Figure 1. Congestion heat map.
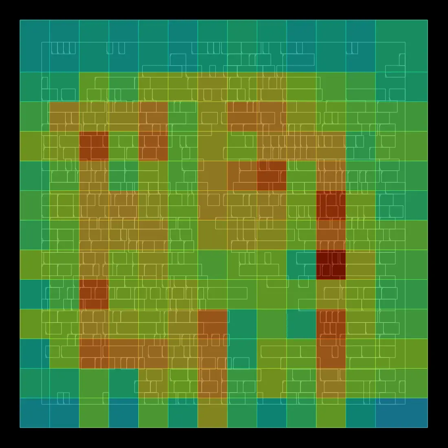
Figure 2. The metal 2 layer.
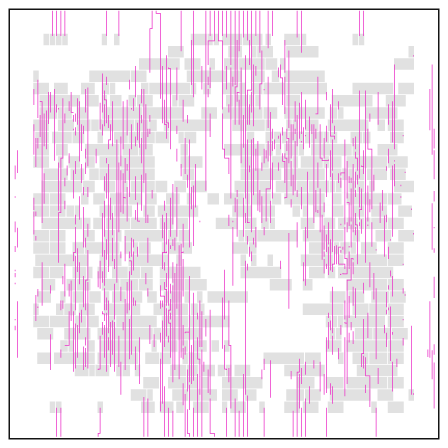
Figure 3. Met1 routing.
Supply wires on this layer in grey.
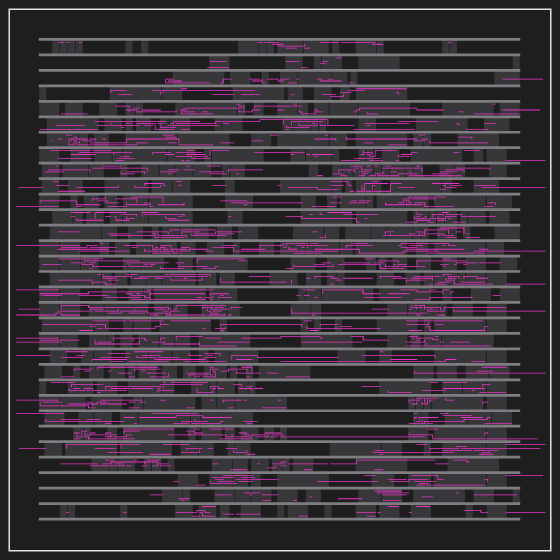
Figure 4. Sequential cells grouped by signal name.
Other sequential cells in the stronger grey, the rest of the logic in the fainter grey.
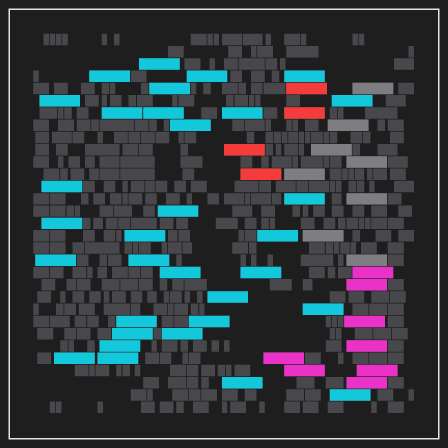
Figure 5. Port wiring.
Scale bar: 20 um.
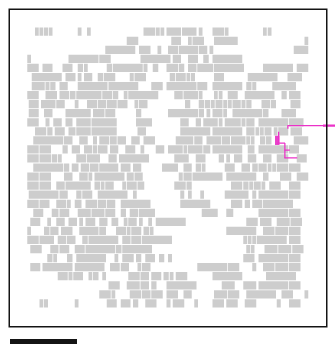
`config.mk`:
```
export PLATFORM = sky130hd
export DESIGN_NAME = exception_unit
export DESIGN_NICKNAME = d
export VERILOG_FILES = /design/src/rtl/exception_unit.sv
export SDC_FILE = /design/constraint.sdc
export NUM_CORES = 1
export LEC_CHECK = 0
export ABC_AREA = 0
export CAP_MARGIN = 20
export CORE_MARGIN = 5
export CORE_UTILIZATION = 40
export DETAILED_ROUTE_END_ITERATION = 16
export HOLD_SLACK_MARGIN = 0.12
export PLACE_DENSITY = 0.81
export SYNTH_ARGS = -nofsm -noshare
export SYNTH_HDL_FRONTEND = slang
export SYNTH_SLANG_ARGS = --single-unit
export TNS_END_PERCENT = 30
```
`constraint.sdc`:
```
create_clock -name clk -period 1.9 [get_ports clk]
set_input_delay 0.38 -clock clk [delete_from_list [all_inputs] [get_ports clk]]
set_output_delay 0.38 -clock clk [all_outputs]
set_load 0.03 [all_outputs]
```
`src/rtl/exception_unit.sv`:
```
// exception_unit: multicycle exception sequencer feeding the exception/PC-source mux.
// Detects invalid-opcode, overflow and divide-by-zero events, saves EPC, fetches the
// handler vector byte from memory and issues a one-cycle redirect with exc_taken.
// Optional feature macro: EXC_MASK_EN adds the exc_mask[2:0] input
// (bit0 = opcode, bit1 = overflow, bit2 = div0); a masked cause is treated as absent.
module exception_unit #(
  parameter int unsigned MEM_LATENCY = 1,   // cycles from mem_rd to valid mem_rdata (1..15)
  parameter int unsigned VEC_BASE    = 253, // byte address of the invalid-opcode vector
  parameter int unsigned EPC_OFFSET  = 4    // subtracted from pc_in to form EPC
) (
  input  logic        clk,
  input  logic        reset_n,
  input  logic        exc_opcode,
  input  logic        exc_overflow,
  input  logic        exc_div0,
`ifdef EXC_MASK_EN
  input  logic [2:0]  exc_mask,
`endif
  input  logic [31:0] pc_in,
  input  logic [31:0] mem_rdata,
  output logic [31:0] mem_addr,
  output logic        mem_rd,
  output logic [31:0] epc,
  output logic        epc_write,
  output logic [1:0]  exc_cause,
  output logic [7:0]  exc_byte,
  output logic        ex_sel,
  output logic        pc_write,
  output logic        busy,
  output logic        exc_taken
);

  typedef enum logic [2:0] {
    IDLE     = 3'd0,
    SAVE     = 3'd1,
    ADDR     = 3'd2,
    WAIT     = 3'd3,
    LOAD     = 3'd4,
    REDIRECT = 3'd5
  } state_t;

  // WAIT is entered with this count and leaves for LOAD when the count reaches zero,
  // so WAIT lasts exactly MEM_LATENCY cycles.
  localparam logic [3:0] LAT_INIT = 4'(MEM_LATENCY - 1);

  state_t      state_reg, state_next;
  logic [3:0]  cnt_reg;
  logic [31:0] epc_reg;
  logic [31:0] addr_reg;
  logic [1:0]  cause_reg;
  logic [7:0]  byte_reg;

  logic [2:0]  raw_events;
  logic [2:0]  live_events;
  logic [1:0]  cause_sel;

  // Only the low byte of the memory word carries the vector.
  logic        unused_rdata_bits;
  assign unused_rdata_bits = ^mem_rdata[31:8];

  assign raw_events = {exc_div0, exc_overflow, exc_opcode};

`ifdef EXC_MASK_EN
  assign live_events = raw_events & ~exc_mask;
`else
  assign live_events = raw_events;
`endif

  // Resolve the highest-priority enabled cause: opcode > overflow > div0.
  always_comb begin
    cause_sel = 2'd0;
    if (live_events[0])      cause_sel = 2'd1;
    else if (live_events[1]) cause_sel = 2'd2;
    else if (live_events[2]) cause_sel = 2'd3;
  end

  // State register; reset aborts any sequence in flight.
  always_ff @(posedge clk or negedge reset_n) begin
    if (!reset_n) state_reg <= IDLE;
    else          state_reg <= state_next;
  end

  // Next-state logic and strobes decoded purely from the current state.
  always_comb begin
    state_next = state_reg;
    busy       = 1'b1;
    epc_write  = 1'b0;
    mem_rd     = 1'b0;
    ex_sel     = 1'b0;
    pc_write   = 1'b0;
    exc_taken  = 1'b0;
    case (state_reg)
      IDLE: begin
        busy = 1'b0;
        if (cause_sel != 2'd0) state_next = SAVE;
      end
      SAVE: begin
        epc_write  = 1'b1;
        state_next = ADDR;
      end
      ADDR: begin
        mem_rd     = 1'b1;
        state_next = WAIT;
      end
      WAIT: begin
        if (cnt_reg == 4'd0) state_next = LOAD;
      end
      LOAD: begin
        state_next = REDIRECT;
      end
      REDIRECT: begin
        ex_sel     = 1'b1;
        pc_write   = 1'b1;
        exc_taken  = 1'b1;
        state_next = IDLE;
      end
      default: begin
        busy       = 1'b0;
        state_next = IDLE;
      end
    endcase
  end

  // Datapath registers: cause latch, EPC, vector address, latency counter, vector byte.
  always_ff @(posedge clk or negedge reset_n) begin
    if (!reset_n) begin
      cause_reg <= 2'd0;
      epc_reg   <= 32'd0;
      addr_reg  <= 32'd0;
      cnt_reg   <= 4'd0;
      byte_reg  <= 8'd0;
    end else begin
      case (state_reg)
        IDLE: begin
          if (cause_sel != 2'd0) cause_reg <= cause_sel;
        end
        SAVE: begin
          epc_reg  <= pc_in - EPC_OFFSET;
          // Address is registered here so it is already stable while mem_rd is high.
          addr_reg <= VEC_BASE + {30'd0, cause_reg} - 32'd1;
        end
        ADDR: begin
          cnt_reg <= LAT_INIT;
        end
        WAIT: begin
          if (cnt_reg != 4'd0) cnt_reg <= cnt_reg - 4'd1;
        end
        LOAD: begin
          byte_reg <= mem_rdata[7:0];
        end
        REDIRECT: begin
          // Address is only meaningful during the fetch; clear it on the way back to IDLE.
          addr_reg <= 32'd0;
        end
        default: begin
          addr_reg <= 32'd0;
        end
      endcase
    end
  end

  assign epc       = epc_reg;
  assign mem_addr  = addr_reg;
  assign exc_cause = cause_reg;
  assign exc_byte  = byte_reg;

endmodule

```
==> changes_impl.md <==
### Metrics

* Die height at 94.9 um
* Pwr dens at 1380 nW/um2
* Detailed Routing Iterations Pass 1 at 6
* Core Footprint at 7140 um2
* Detail Placement HPWL at 5740 um
* Residual DRC at 0
* Max reg flops at 32
* CTS tree: built
* Net Sw Power at 2.81 mW
* Max cap viols at 0
* CLK BUF at 6
* XOR/XNOR Area Share at 0.0880
* Final Max Slew Viols at 0
* GRT overflow at 0
* Status: complete, no violations
* Kind of cell adding the most delay to the critical path: simple AND/OR/NAND/NOR gates
* MI comb area at 1470 um2
* Flip-flops at 52
* Nets at 525
* YS chip area at 2890 um2
* CP peak stage delay at 0.66 ns
* Flip-flops with a built-in enable at 0
* P_int at 3.39 mW
* Remaining antenna violation count at 0
* Synth Register Bits at 52
* Setup Viol. Count Final at 0
* CP Launch Type: input pin
* P_leak at 2.07 nW
* Die width at 94.9 um
* Clock sinks at 52
* All-Layer GR Usage at 0.171
* Dominant combinational family: simple AND/OR/NAND/NOR gates
* Final hold vios at 0
* Mapped cell area at 2890 um2
* Area fraction in full adders, half adders and majority gates at 0.0130
* Seq share, synth at 0.451
* OpenROAD warning count at 54
* Prevailing post-synth register cell: dfrtp_1
* Num CTS Buffers at 5
* Clock root buffer master: clkbuf_8
* First-pass GRT wire length at 12200 um
* Cell Count, Final, Fillers Out at 552
* Initial antenna violation count at 0
* Critical Path Sink Type: flip-flop
* Seq/total area at 0.289
* Via-to-Cell Ratio at 4.65
* Clock Tree Buf Depth at 2
* CP max FO at 8
* Tap Cells at 99
About Figure 1:
GR Layer Usage met2: 0.298
met3 Usage GRT: 0.0351
WL/cell: 13.7 um
GR peak layer: met2

About Figure 2:
wire length on this layer: 3780 um
nets with wire on the layer: 438
number of vias in the routed layout: 2566
final wirelength: 7560 um

About Figure 3:
nets with wire on the layer: 436
longest straight run: 29.0 um
wire length on this layer: 3190 um
GRT met1 Usage: 0.214

About Figure 4:
legend:
  epc:
    colour: cyan
    placed_flops: 32
  cnt_reg:
    colour: red
    placed_flops: 4
  exc_byte:
    colour: magenta
    placed_flops: 8
    where: bottom right
sequential logic power: 1.92 mW
register area: 1300 um2

About Figure 5:
legend:
  ex_sel:
    colour: magenta
    bits: 1
    direction: output
    edge: right
    end_cells: 1
    buffers: 1
    wire: 26.8 um
IO Count: 149
PortBufs: 100

## metrics by stage
step	total power [mW]	setup TNS [ns]	utilization
floorplan	4.07	-0.570	-
global placement	5.57	-9.36	0.597
detailed placement	5.66	-10.62	0.597
CTS	6.28	-0.0118	0.622
global route	6.63	-0.126	0.630
finish	6.20	0	0.630
## path summary, 6_finish.rpt
path / startpoint / to / slack [ns] / depth (start not counted)
min in group asynchronous: reset_n / epc[31] / 0.62 / 3
worst min-delay path: epc[28] / epc[28] / 0.49 / 2
max in group asynchronous: reset_n / epc[8] / 1.05 / 3
worst min register to register: epc[28] / epc[28] / 0.49 / 2
worst max register to register: cnt_reg[0] / cnt_reg[0] / 0.37 / 7
worst max-delay path: pc_in[9] / epc[21] / 0.03 / 6
## power by group through the flow
stage          Clock, mW  Combinational [mW]  Sequential, mW
2_1_floorplan          0                1.25            2.82
3_3_place_gp           0                3.65            1.92
3_5_place_dp           0                3.72            1.95
4_1_cts            0.625                3.72            1.93
5_1_grt            0.675                3.95            2.00
6_report           0.598                3.68            1.92
## metal layers
metal,up-vias,part of all wire,routed length [um]
li1,1268,-,-
met1,1195,0.42,3190
met2,94,0.50,3780
met3,9,0.066,500
met4,0,0.011,83
met5,-,0,0
## repair_timing
item                       in CTS  in global routing
hold buffers                    1                  0
pin swaps                      21                  7
setup endpoints to repair      25                 25
hold endpoints to repair       52                  0
gates resized                  40                 19
setup buffers                   2                  1
## synthesized netlist by cell type, types with 6 or more instances
cell type and count:
dfrtp_1 52, nand2_1 46, buf_4 31, o21ai_0 28, xnor2_1 23, nor2_1 16, inv_1 12, clkbuf_1 9
mux2_2 8, nor3_1 8, nor4_1 6, xor2_1 6
Power and IR drop assume default switching activity.
